==> run_1/layer_met1.png <==
Bar = 50 um. Supply wires on this layer in gray.
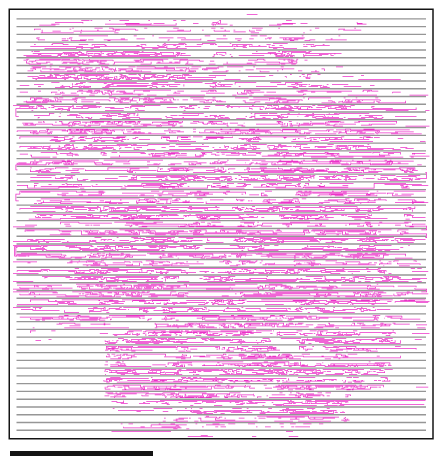
==> run_1/detail.png <==
Bar = 10 um. Region (91, 18) to (131, 58) um. Cells in gray, sequential cells in the stronger gray; small squares are vias.
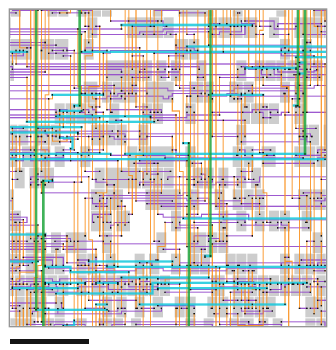
==> run_1/layer_met3.png <==
Bar = 50 um.
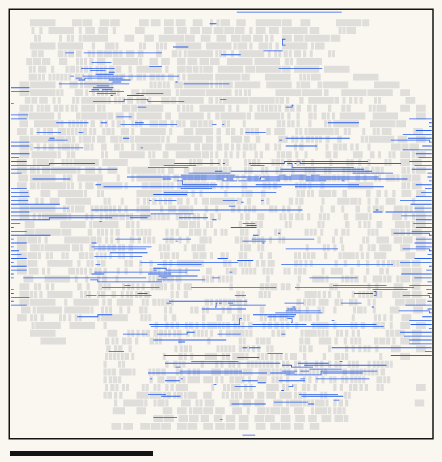
==> config.mk <==
export PLATFORM = sky130hd
export DESIGN_NAME = ifu_pc_unit
export DESIGN_NICKNAME = d
export VERILOG_FILES = /design/src/rtl/ifu_pc_unit.sv
export SDC_FILE = /design/constraint.sdc
export NUM_CORES = 1
export LEC_CHECK = 0
export ABC_AREA = 1
export CORE_AREA = 2 2 146 148
export DETAILED_ROUTE_END_ITERATION = 12
export DIE_AREA = 0 0 148 150
export HOLD_SLACK_MARGIN = 0.08
export PLACE_DENSITY = 0.83
export SLEW_MARGIN = 20
export SYNTH_ARGS = -nofsm -noshare
export SYNTH_HDL_FRONTEND = slang
export SYNTH_SLANG_ARGS = --single-unit
==> constraint.sdc <==
create_clock -name clk -period 5.1 [get_ports clk]
set_input_delay 0.51 -clock clk [delete_from_list [all_inputs] [get_ports clk]]
set_output_delay 0.51 -clock clk [all_outputs]
set_load 0.01 [all_outputs]
==> summary.txt, run 1 <==
Status: completed
Post-Synthesis Mean Instance Area: 5.86 um^2
Clk_skew: 13.3 ps
Met2 Usage GRT: 51.3%
Pre-Place Util: 45.3%
Share of post-route cells with drive strength above 1: 4.45%
Final setup vio count: 0
Mux contribution to synthesized area: 0%
Pre-Repair DR Iteration Count: 6
Max-area cell share: 26.2%
Clock network power share: 26.2%
Die X: 148 um
Cell Pwr Density: 212 nW/um^2
Inserted Diodes: 0
Post-layout nets: 1903
CP dominant cell by count: nand2_1
Reg clk slew, reported paths: 70 ps
Synth Area in Simple Gates: 47.6%
Log Warnings: 26
Critical path type: register to register
Top area cell types: dfrtp_1 (26%), nand2_1 (26%), inv_1 (9.2%)
Maximum fanout along the worst path: 42
Total Routing Usage GR: 32.0%
Remaining DRCs: 0
Synth top cells by count: nand2_1 (647), inv_1 (230), nand3_1 (150), nor2_1 (129), dfrtp_1 (98)
Async SR Flop Fraction: 100%
Notes on layer_met1.png above:
main direction = horizontal
nets with wire on the layer = 1729
grt met1 use: 42.5%
routed wire length: 35.5 mm

Notes on detail.png above:
metal 1 -> purple
metal 3 -> cyan
metal 4 -> green
metal 2 -> orange
cells with their middle in the window = 179
sequential cells in the window = 0
most frequent = nand2_1 (86), inv_1 (42), nand3_1 (15)

Notes on layer_met3.png above:
wire length on this layer = 3400 um
nets with wire on the layer = 259
share of all routed wire = 9.6%
longest straight run = 81.4 um
met3 Use GR: 6.65%
DR vias: 11045

## run 1: through the flow
stage          hold slack, ps  total power, mW  instances  area (um^2)  setup slack (ps)
2_1_floorplan             214             1.42       1600         9370              1420
3_5_place_dp              450             1.88       2055        11700               460
3_3_place_gp              453             1.86       2055        11700               510
5_1_grt                   359             2.67       2071        12000              15.9
4_1_cts                   313             2.54       2071        12000               433
6_report                  275             2.54       2071        12000               393
## run 1: final cells by class
cell class	instances	area, um^2	share of cell area, %
clock buffer	10	239	1.99
clock inverter	6	45.0	0.376
inverter	256	961	8.02
multi-input combinational	1198	5680	47.4
sequential	100	2500	20.9
tap	275	344	2.87
timing repair buffer	226	2220	18.5
==> run 1 -> run 2 <==
--- a/config.mk
+++ b/config.mk
@@ -7,10 +7,12 @@
 export LEC_CHECK = 0
 export ABC_AREA = 1
 export CORE_AREA = 2 2 146 148
+export CTS_BUF_LIST = sky130_fd_sc_hd__clkbuf_4 sky130_fd_sc_hd__clkbuf_8
 export DETAILED_ROUTE_END_ITERATION = 12
 export DIE_AREA = 0 0 148 150
 export HOLD_SLACK_MARGIN = 0.08
 export PLACE_DENSITY = 0.83
+export SETUP_SLACK_MARGIN = 0.05
 export SLEW_MARGIN = 20
 export SYNTH_ARGS = -nofsm -noshare
 export SYNTH_HDL_FRONTEND = slang
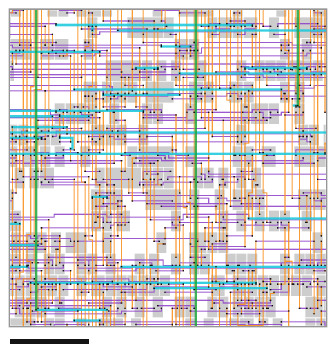
(run_2/detail.png)
Bar = 10 um. Region (91, 18) to (131, 58) um. Cells in gray, sequential cells in the stronger gray; small squares are vias.
metal 2 -> orange
metal 4 -> green
metal 1 -> purple
metal 3 -> cyan
cells with their middle in the window = 179
sequential cells in the window = 0
most frequent = nand2_1 (86), inv_1 (42), nand3_1 (15)

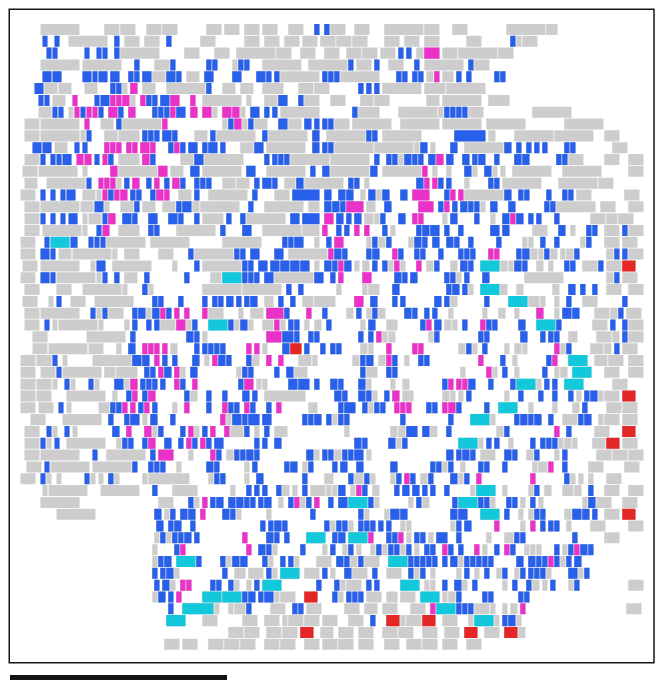
(run_2/logic_types.png)
Bar = 50 um.
fa/ha/maj cells -> cyan  # cells 32
nor cells -> magenta  # cells 171
non-inverting ao/oa cells -> red  # cells 12
nand cells -> blue  # cells 873, where spread over the die
Post-Layout Cell Count: 2071
multi-input gate share of total cell area: 47.8%
most frequent logic cell in the layout: nand2_1

==> run 2 against run 1 <==
Net effect:
- first-iteration DRC count up 12%
- clock skew up 5.2 ps
- combinational power up 0.8%
- critical path depth up 1
- worst setup slack better by 30 ps
- non-clock buffer count unchanged
- flip-flop count unchanged
- cell count unchanged
- utilization down 0.45 points
- clock-buffer cell count unchanged
- cell area down 0.77%
- synthesized cell count unchanged
- critical path type unchanged
- largest cell class unchanged
==> summary.txt, run 2 <==
Share of post-route cells with drive strength above 1: 4.51% (was 4.45%)
Pre-Place Util: 45.3% (unchanged)
DR vias: 10996 (was 11045)
Met2 Usage GRT: 52.0% (was 51.3%)
Top area cell types: dfrtp_1 (26%), nand2_1 (26%), inv_1 (9.2%) (unchanged)
Log Warnings: 27 (was 26)
Total Routing Usage GR: 32.0% (about the same)
Remaining DRCs: 0 (unchanged)
Status: completed (unchanged)
Maximum fanout along the worst path: 34 (was 42)
Async SR Flop Fraction: 100% (unchanged)
Clk_skew: 18.5 ps (was 13.3 ps)
Post-layout nets: 1903 (unchanged)
Final non-filler cell area: 11900 um^2 (was 12000 um^2)
Cell Pwr Density: 199 nW/um^2 (was 212 nW/um^2)
Max-area cell share: 26.2% (unchanged)
Pre-Repair DR Iteration Count: 5 (was 6)
CP dominant cell by count: nand2_1 (unchanged)
Placed Area: 11700 um^2 (unchanged)
Mux contribution to synthesized area: 0% (unchanged)
Synth Area in Simple Gates: 47.6% (unchanged)
Die X: 148 um (unchanged)
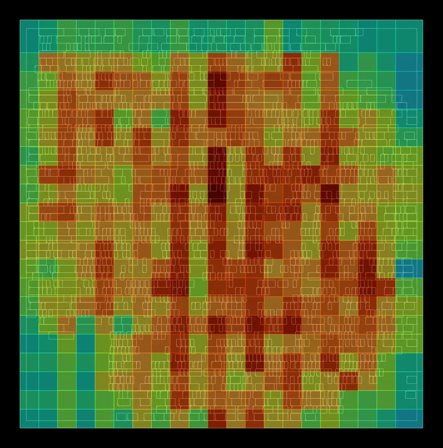
(run_2/congestion.png)
grt met1 use: 43.1%
busiest layer in global routing: met2

## run 2: cell counts after synthesis
No cell type changed its count.
## run 2: stage by stage
stage                     worst slack (ps)  power, mW  instances  hold WS [ps]
after global routing                  46.5       2.49       2071           308
final                                  424       2.37       2071           236
after detailed placement               460       1.88       2055           450
after global placement                 510       1.86       2055           453
after floorplan                       1420       1.42       1600           214
after CTS                              401       2.37       2071           267
## run 2: repair_timing
| action | in CTS | in global routing |
|---|---|---|
| setup buffers | 0 | 0 |
| endpoints found under the setup margin | 0 | 52 |
| resized | 0 | 4 |
## run 2: area by class of cell
cell class / instances / area share (%)
Timing Repair Buffer: 226 / 18.7
Inverter: 256 / 8.08
Tap cell: 275 / 2.89
Clock buffer: 10 / 1.16
Multi-Input combinational cell: 1198 / 47.8
Sequential cell: 100 / 21.1
Clock inverter: 6 / 0.379
Power and IR drop assume default switching activity.
